Design logs_pwm_demod, sky130hd; sources not shown.
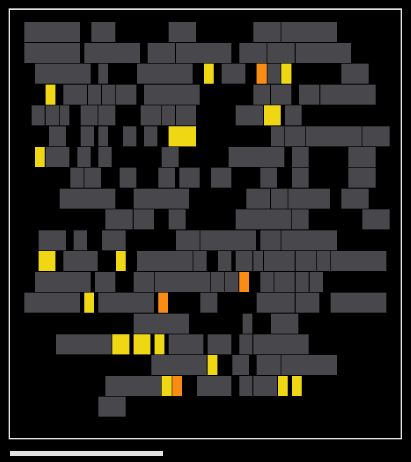
Figure 1: run 1, gate-type map.
The bar under the picture is 20 um long.
inv cells -> orange  # cells 4
nor cells -> yellow  # cells 16, where widely spread
logic share of the area: 0.386
Commonest Layout Cell: dfxtp_1
non-filler cells, final: 175

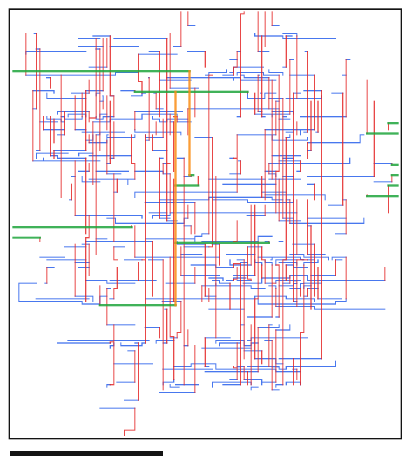
Figure 2: run 1, signal wires by layer.
The bar under the picture is 20 um long.
M2 -> red  # wire length 1170 um
M3 -> green  # wire length 93.6 um
M4 -> orange  # wire length 41.5 um
M1 -> blue  # wire length 1030 um
via count: 948
Total Wirelength: 2340 um

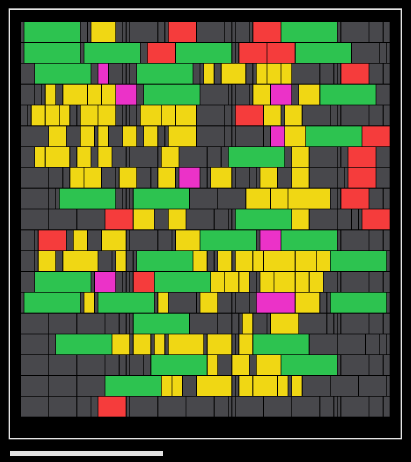
Figure 3: run 1, cell classes on the final placement.
The bar under the picture is 20 um long. Fill, decap, tap and diode cells in grey.
remaining logic cells -> yellow  # cells 90, share of their area 41%
clock drivers and dummy loads -> magenta  # cells 8, share of their area 4.3%
remaining buffers and delay cells -> red  # cells 16, share of their area 11%
registers -> green  # cells 30, share of their area 43%
Core ar.: 2500 um^2
final core utilization: 0.569
flop share of the area: 0.423
finished layout cell area: 1420 um^2

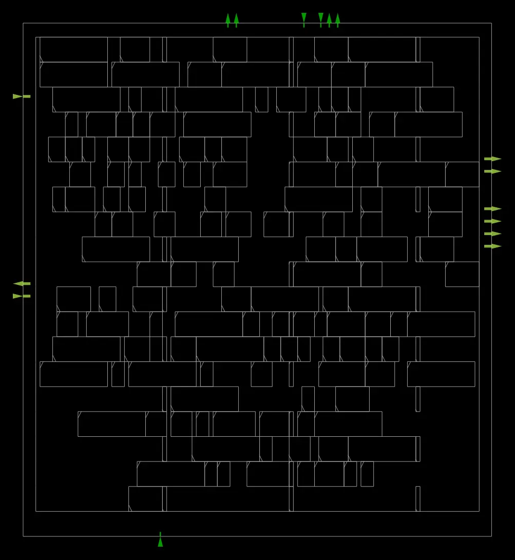
Figure 4: run 1, cell placement.
cell row count: 19
Fillers: 242
flop count: 30
Tapcells: 31

==> reports/metrics.yaml, run 1 <==
yosys:
  async_flop_share: 0
  synthAoiAreaFrac: 0.190
  synth_flops: 30
  syn_nets: 134
  mux_share: 0
  synthTopCellsByArea: "dfxtp_1 (50%), a21oi_1 (4.2%), a31oi_1 (3.7%)"
  synth_cell_types: 30
floorplan:
  die_area_um2: 2850
  die-width_um: 51.0
  fp_util: 0.477
  pin_count: 16
worst_setup_path:
  r2r_cells: 5
  worstPathArrival_ns: 1.29
  critical_path.max_fanout: 3
  cp_cell_sequence: "clkdlybuf4s50_1"
  critPathRequiredTime_ns: 1.68
  cp_top_family: "buffers and inverters"
  critPathCaptureType: "output port"
status:
  status: "completed"
clock_network:
  cts_tree: "done"
  post-cts-setup-buffer-count: 0
  cts_buffer_depth: 2
  postCtsResizedCells: 0
  cts_hold_buf: 0
pwr:
  top_power_group: "sequential cells"
  comb-power_uw: 33.9
  vdd_drop_max_mv: 0.449
  p_int_uw: 755
  p_seq_frac: 0.605
global_route:
  grtUsageTotal: 0.193
  grt_pass1_wl_um: 4020
  antenna_found_initial: 0
sta:
  slew_viol_final: 0
  rsz0062_at_grt: "no"
run:
  warnings: 26
finish:
  syn_to_final_growth_pct: 19.5
  nets: 151
  antenna_cells: 0
drt:
  drc: 0
run 1: stage by stage:
stage               worst slack (ns)  cell area (um^2)
global placement               0.422              1360
finish                         0.391              1420
global route                   0.285              1420
detailed placement             0.362              1360
floorplan                      0.614              1190
CTS                            0.377              1420
run 1: routing by layer:
layer / vias up / global-route usage / routed length, um
met5: - / 0 / 0
met4: 0 / 0.0714 / 41
met3: 6 / 0.0792 / 93
met2: 14 / 0.320 / 1170
met1: 433 / 0.217 / 1030
li1: 495 / - / -
run 1: final cells by class:
type	count	area, um^2	area share
well taps	31	38.8	0.0273
clock buffers	7	55.1	0.0387
repair buffers	16	158	0.111
clock inverters	1	5.00	0.00352
inverters	4	15.0	0.0106
multi-input cells	86	549	0.386
flip-flops and latches	30	601	0.423
Figure 5. Where the registers sit (run 1).
The bar under the picture is 20 um long. Other sequential cells in the stronger grey, the rest of the logic in the fainter grey.
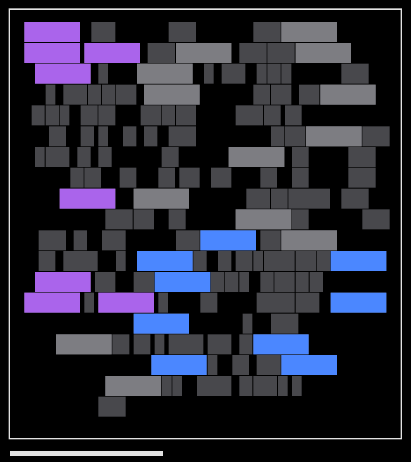

--- run 2 (diff from run 1) ---
clock period = 1.7 ns   (was 2.1 ns; I/O delays follow)
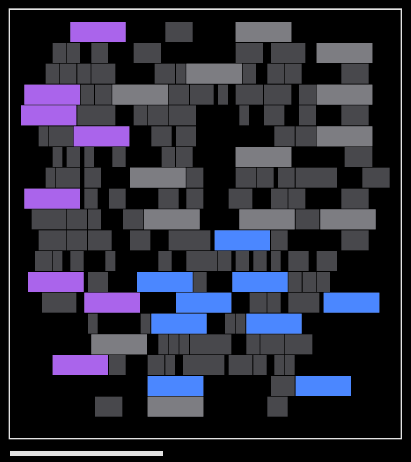
Figure 6: run 2, where the registers sit.
The bar under the picture is 20 um long. Other sequential cells in the stronger grey, the rest of the logic in the fainter grey.
win_cnt -> purple  # flops 8
accum -> blue  # flops 9
not coloured = 13
Flop+latch power: 719 uW
final core utilization: 0.590
register area: 601 um^2

==> run 2 against run 1 <==
- non-clock buffer count rose by 4
- sequential cell count is the same
- critical path depth unchanged
- combinational power up 29%
- core utilization increased by 2.1 points
- register-to-register slack lost 0.34 ns
- clock skew grew 0.0090 ns
- worst hold slack lost 0.0049 ns
- clock power rose by 27%
- clock-buffer cell count unchanged
- area after synthesis is the same
- design area increased by 3.6%
==> reports/metrics.yaml, run 2 <==
status:
  status: "completed"
drt:
  drc: 0
  wl_met2_um: 1200
  vias: 993
  wl_um: 2360
finish:
  comb_cells: 86
  clk_share: 0.0408
  inv_count: 4
  comb_area_um2: 566
  nets: 155
  design.seq.count: 30
  n_fill_cell: 233
  buffer_area_frac: 0.131
  antenna_cells: 0
  lay_top_count: "dfxtp_1"
  seq_share: 0.408
global_route:
  antenna_found_initial: 0
  gr-usage-met1: 0.208
  grtUsageMet3: 0.0519
  grtUsageTotal: 0.191
  grt_use_met2: 0.320
floorplan:
  die-width_um: 51.0
  coreArea_um2: 2500
  pin_count: 16
  fp_util: 0.477
  rows: 19
  die_area_um2: 2850
  tap_cells: 31
clock_network:
  cts_hold_buf: 0
  cts_tree: "done"
  post-cts-setup-buffer-count: 0
  cts_buffer_depth: 2
worst_setup_path:
  critPathRequiredTime_ns: 1.36
  r2r_cells: 5
  cp_top_family: "buffers and inverters"
  cp_cell_sequence: "clkdlybuf4s50_1"
pwr:
  p_int_uw: 935
  p_seq_frac: 0.597
  vdd_drop_max_mv: 0.652
  comb-power_uw: 43.7
sta:
  rsz0062_at_grt: "yes"
run:
  warnings: 27
place:
  place_area_um2: 1390
yosys:
  synth_flops: 30
  synth_cell_types: 30
  syn_nets: 134
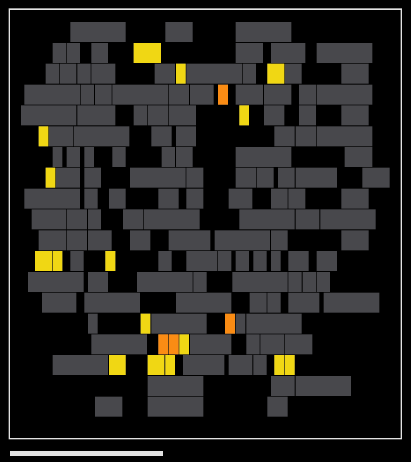
Figure 7: run 2, gate-type map.
The bar under the picture is 20 um long.
nor cells -> yellow  # cells 16
inv cells -> orange  # cells 4
non-filler cells, final: 179
logic share of the area: 0.384

==> run 2: cell counts after synthesis <==
No cell type changed its count.
==> run 2: what timing repair did <==
item	in CTS	in global routing
hold endpoints to repair	0	0
gates resized	0	6
setup endpoints to repair	0	3
==> run 2: kinds of logic (layout without fill, tap and decap cells) <==
| family | after synthesis | count (layout) | share of synthesized area |
|---|---|---|---|
| XOR/XNOR | 6 | 6 | 0.0442 |
| buffers and inverters | 10 | 32 | 0.0337 |
| AND-OR/OR-AND | 35 | 35 | 0.190 |
| adder cells (fa/ha/maj) | 3 | 3 | 0.0315 |
| AND/OR/NAND/NOR | 42 | 42 | 0.196 |
| flip-flops | 30 | 30 | 0.505 |
Power and IR drop assume default switching activity.
